### config.mk
export PLATFORM = sky130hd
export DESIGN_NAME = led_share_arbiter
export DESIGN_NICKNAME = d
export VERILOG_FILES = /design/src/rtl/led_share_arbiter.sv
export SDC_FILE = /design/constraint.sdc
export NUM_CORES = 1
export LEC_CHECK = 0
export CELL_PAD_IN_SITES_DETAIL_PLACEMENT = 0
export CELL_PAD_IN_SITES_GLOBAL_PLACEMENT = 1
export CORE_ASPECT_RATIO = 1.25
export CORE_MARGIN = 8
export CORE_UTILIZATION = 38
export CTS_BUF_LIST = sky130_fd_sc_hd__clkbuf_8
export DETAILED_ROUTE_END_ITERATION = 10
export HOLD_SLACK_MARGIN = 0.08
export PLACE_DENSITY_LB_ADDON = 0.1
export SLEW_MARGIN = 20
export SYNTH_ARGS = -nofsm -noshare
export SYNTH_HDL_FRONTEND = slang
export SYNTH_SLANG_ARGS = --single-unit
### constraint.sdc
create_clock -name osc_clk -period 2.5 [get_ports osc_clk]
set_clock_uncertainty 0.2 [all_clocks]
set_input_delay 0.25 -clock osc_clk [delete_from_list [all_inputs] [get_ports osc_clk]]
set_output_delay 0.25 -clock osc_clk [all_outputs]
set_load 0.01 [all_outputs]
### src/rtl/led_share_arbiter.sv
// Round-robin sharing of the four active-low board LEDs between NREQ requesters, with an idle chase.
// Optional build macro LED_SHARE_DIM_EN dims the idle chase to a 25% duty cycle.
module led_share_arbiter #(
    parameter int unsigned NREQ        = 4,
    parameter int unsigned DIV_W       = 22,
    parameter int unsigned HOLD_TICKS  = 8,
    parameter int unsigned CHASE_TICKS = 4
) (
    input  logic              osc_clk,
    input  logic              rst_n,
    input  logic [NREQ-1:0]   req,
    input  logic [4*NREQ-1:0] pat,
    output logic [NREQ-1:0]   gnt,
    output logic [NREQ-1:0]   done,
    output logic              busy,
    output logic [3:0]        LED
);
    localparam int unsigned RRW = (NREQ > 1) ? $clog2(NREQ) : 1;
    localparam int unsigned HW  = $clog2(HOLD_TICKS + 1);
    localparam int unsigned CW  = $clog2(CHASE_TICKS + 1);

    typedef enum logic [1:0] {StIdle, StShow, StRelease} state_e;

    state_e            state_q, state_d;
    logic [DIV_W-1:0]  div_q, div_d;
    logic [RRW-1:0]    rr_ptr_q, rr_ptr_d;
    logic [RRW-1:0]    winner_q, winner_d;
    logic [HW-1:0]     hold_q, hold_d;
    logic [CW-1:0]     chase_cnt_q, chase_cnt_d;
    logic [1:0]        chase_idx_q, chase_idx_d;
    logic [NREQ-1:0]   gnt_q, gnt_d, done_q, done_d;
    logic              busy_q, busy_d;
    logic [3:0]        led_q, led_d;

    logic              tick;
    logic              found;
    logic [RRW-1:0]    arb_idx, arb_next;
    logic [NREQ-1:0]   arb_oh, win_oh;
    logic [3:0]        win_pat;
    logic              req_win;
    logic              do_show, do_idle;
    int                idx;

    assign tick = &div_q;

    // Search starts at rr_ptr and wraps with an explicit compare so non-power-of-2 NREQ works.
    always_comb begin
        found   = 1'b0;
        arb_idx = '0;
        idx     = 0;
        for (int k = 0; k < int'(NREQ); k++) begin
            idx = int'(rr_ptr_q) + k;
            if (idx >= int'(NREQ)) idx = idx - int'(NREQ);
            if (!found && req[RRW'(idx)]) begin
                found   = 1'b1;
                arb_idx = RRW'(idx);
            end
        end
        arb_next = (int'(arb_idx) + 1 >= int'(NREQ)) ? '0 : arb_idx + RRW'(1);
    end

    always_comb begin
        arb_oh  = '0;
        win_oh  = '0;
        win_pat = '0;
        req_win = 1'b0;
        for (int i = 0; i < int'(NREQ); i++) begin
            arb_oh[i] = (arb_idx == RRW'(i));
            win_oh[i] = (winner_q == RRW'(i));
            if (arb_idx == RRW'(i)) win_pat = pat[4*i +: 4];
            if (winner_q == RRW'(i)) req_win = req[i];
        end
    end

    always_comb begin
        state_d     = state_q;
        div_d       = div_q + DIV_W'(1);
        rr_ptr_d    = rr_ptr_q;
        winner_d    = winner_q;
        hold_d      = hold_q;
        chase_cnt_d = chase_cnt_q;
        chase_idx_d = chase_idx_q;
        gnt_d       = gnt_q;
        done_d      = '0;
        busy_d      = busy_q;
        led_d       = led_q;
        do_show     = 1'b0;
        do_idle     = 1'b0;

        unique case (state_q)
            StIdle: begin
                if (tick) begin
                    if (chase_cnt_q + CW'(1) == CW'(CHASE_TICKS)) begin
                        chase_cnt_d = '0;
                        chase_idx_d = chase_idx_q + 2'd1;
                    end else begin
                        chase_cnt_d = chase_cnt_q + CW'(1);
                    end
                end
                do_show = found;
            end
            StShow: begin
                // A dropped request wins over a coinciding final tick: no done pulse.
                if (!req_win) begin
                    state_d = StRelease;
                    gnt_d   = '0;
                    led_d   = 4'b1111;
                end else if (tick) begin
                    hold_d = hold_q + HW'(1);
                    if (hold_q + HW'(1) == HW'(HOLD_TICKS)) begin
                        state_d = StRelease;
                        gnt_d   = '0;
                        led_d   = 4'b1111;
                        done_d  = win_oh;
                    end
                end
            end
            StRelease: begin
                do_show = found;
                do_idle = !found;
            end
            default: do_idle = 1'b1;
        endcase

        if (do_show) begin
            state_d  = StShow;
            div_d    = '0;
            winner_d = arb_idx;
            rr_ptr_d = arb_next;
            hold_d   = '0;
            gnt_d    = arb_oh;
            busy_d   = 1'b1;
            led_d    = ~win_pat;
        end
        if (do_idle) begin
            state_d     = StIdle;
            div_d       = '0;
            chase_cnt_d = '0;
            chase_idx_d = '0;
            gnt_d       = '0;
            busy_d      = 1'b0;
        end
        if (state_d == StIdle) begin
`ifdef LED_SHARE_DIM_EN
            led_d = (div_d[1:0] == 2'b00) ? ~(4'b0001 << chase_idx_d) : 4'b1111;
`else
            led_d = ~(4'b0001 << chase_idx_d);
`endif
        end
    end

    always_ff @(posedge osc_clk or negedge rst_n) begin
        if (!rst_n) begin
            state_q     <= StIdle;
            div_q       <= '0;
            rr_ptr_q    <= '0;
            winner_q    <= '0;
            hold_q      <= '0;
            chase_cnt_q <= '0;
            chase_idx_q <= '0;
            gnt_q       <= '0;
            done_q      <= '0;
            busy_q      <= 1'b0;
            led_q       <= 4'b1110;
        end else begin
            state_q     <= state_d;
            div_q       <= div_d;
            rr_ptr_q    <= rr_ptr_d;
            winner_q    <= winner_d;
            hold_q      <= hold_d;
            chase_cnt_q <= chase_cnt_d;
            chase_idx_q <= chase_idx_d;
            gnt_q       <= gnt_d;
            done_q      <= done_d;
            busy_q      <= busy_d;
            led_q       <= led_d;
        end
    end

    assign gnt  = gnt_q;
    assign done = done_q;
    assign busy = busy_q;
    assign LED  = led_q;
endmodule

==> CHANGELOG.md <==
### Changed

- Reg2Reg Depth: 8
- GR peak layer: met2
- Yosys top cell area share: 0.4316
- Clock Sinks: 50
- Hold Startpoint: div_q[0]
- Setup crit start kind: register
- Fill count: 709
- YS chip area: 0.002725 mm^2
- Slowest CP cell: dfrtp_1
- Number of enable flip-flop cells: 0
- Pwr top: combinational logic
- Count of plain and timing-repair buffers: 71
- GPL Wtd Cong: 0.7431
- Pint: 0.001845 W
- Max cap viols: 0
- Combinational power share: 0.419
- Total Power: 0.002824 W
- Finished Cell Area: 0.003541 mm^2
- Most common cell in the synthesized netlist: dfrtp_1
- Largest net degree at the start of global routing: 32
- Synth top cells by count: dfrtp_1 (47), nor2_1 (29), nand2_1 (26), o21ai_0 (20), a21oi_1 (17)
- Worst slack, placed: -0.1316 ns
- Hold/Removal Path Class: reg2reg
- CTS tree: done
- Endpoint class of the critical path: register
- Worst-Margin Slew: 0.7082 ns
- CP top delay family: AND-OR/OR-AND gates
- Die X: 91.75 um
- Nets: 385
- Row count: 34
- # Taps: 90
- Crit-path max FO: 7
- WHS Path Cells: 1
- Final-layout non-clock buffer area share: 0.1774
- Final Hold Fails: 0
- Buf/Inv on CP: 0
- Post-synth ARST share: 1.000
- FP Core Util: 0.3906
- Clock network area share: 0.03074
- Status: finished, final reports clean
- CP most frequent cell: o21ai_0
- Inverters excl. clock: 13
- GR Overflow Total: 0
- Post-DP HPWL: 4760 um
- Clk slew on worst S/H paths: 0.09 ns
- CP Launch Point: rr_ptr_q[1]
- Chip Area: 0.01015 mm^2
- Max Freq: 425.2 MHz
- Cell area after placement: 0.003383 mm^2
- Dominant synthesized flop cell: dfrtp_1
- Vias per inst: 5.159
- M1 wire length: 2796 um
- Layout cells sized above 1: 0.1685
- Logic power comb: 0.00118 W
- NetSw: 0.0009788 W
- CTS Buf Count: 5
- PnR worst setup slack: 0.1483 ns
- Final setup viols: 0
- Sw Ratio: 0.3467
- Synthesized flop and latch total: 50
- Sequential power share: 0.381
- Hold buffers post-CTS: 1
- Crit path time final: 2.352 ns
- GRT met1 Usage: 0.1502
- Reg2Reg Setup Slack: 0.15 ns
- Syn Inst Count: 290
- Vias in the first global route: 2384
- RSZ-0062 raised after global routing: no
- Seq share, synth: 0.4605
- Slew headroom: 0.5279
- Log Warnings: 30
[state kept, by name, summed over array words and instances (netlist names), 2 cells and up]
name,cells
LED,4
chase_cnt_q,3
chase_idx_q,2
div_q,22
done,4
gnt,4
hold_q,4
rr_ptr_q,2
state_q,2
winner_q,2
[worst register-to-register path: stages, from the launching register on]
cell and delay (ns):
dfrtp_1 0.45, nor2b_1 0.17, a221o_1 0.40, ha_1 0.30, a21oi_1 0.13, o21ai_0 0.10, a22oi_1 0.16, o21ai_0 0.12
o31ai_1 0.23
[logic make-up after synthesis]
kind of cell | Yosys count | synth area share
fa+ha+maj | 8 | 0.03673
compound gates | 58 | 0.1327
flops | 50 | 0.4605
mux | 8 | 0.03627
buf+inv | 26 | 0.03627
xor+xnor | 19 | 0.06107
simple gates | 121 | 0.2365
### Clock distribution

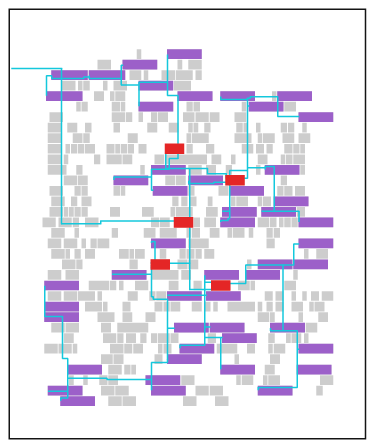
- flip-flops: purple (count 50)
- clock wires: cyan (length 639 um)
- clock drivers: red (count 5)
- flops lie: all over the die
- routed clock nets: 6
Clock net power: 0.000565 W
Clk pwr share: 0.200
later-pin clock latency in the skew report: 0.30 ns

### Signal metal coverage by tile

The die is cut into 18 by 22 equal tiles; black is low, pale yellow is high, scaled to the fullest tile. Values are wire area over tile area, all layers added.
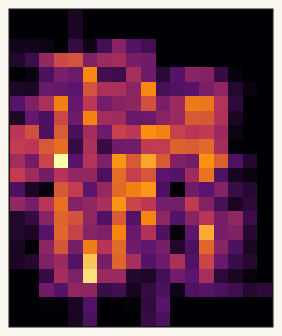
- mean over tiles: 0.096
- emptiest ninth of the die: top right
- densest ninth of the die: middle
Total Routed Length: 6292 um
Via Count: 2301
drt wl/cell: 14.11 um
Total GRT Usage: 0.1292

### Selected gate families

The bar under the picture is 20 um long.
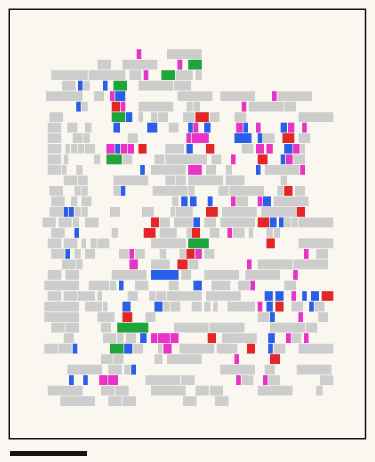
- AND and OR gates: red (cells 22; most used or3_1)
- multiplexers: green (cells 8; most used mux2i_1)
- NAND gates: blue (cells 51; most used nand2_1)
- NOR gates: magenta (cells 48; most used nor2_1)
Comb/total area: 0.3919
most used logic cell in the final layout: dfrtp_1
Post-Layout Cell Count: 446

### Cell outlines without signal wires

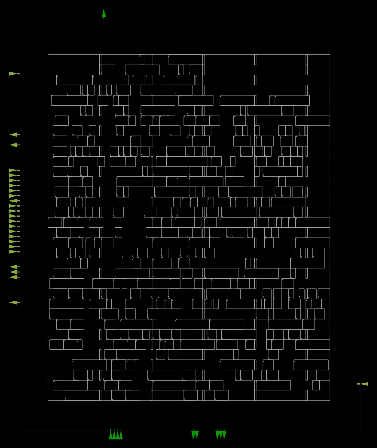
final core occ: 0.5075
sequential portion of the cell area: 0.3544
core area: 0.006977 mm^2
registers: 50

No activity file was given, so power comes from the tool's default toggle rates.
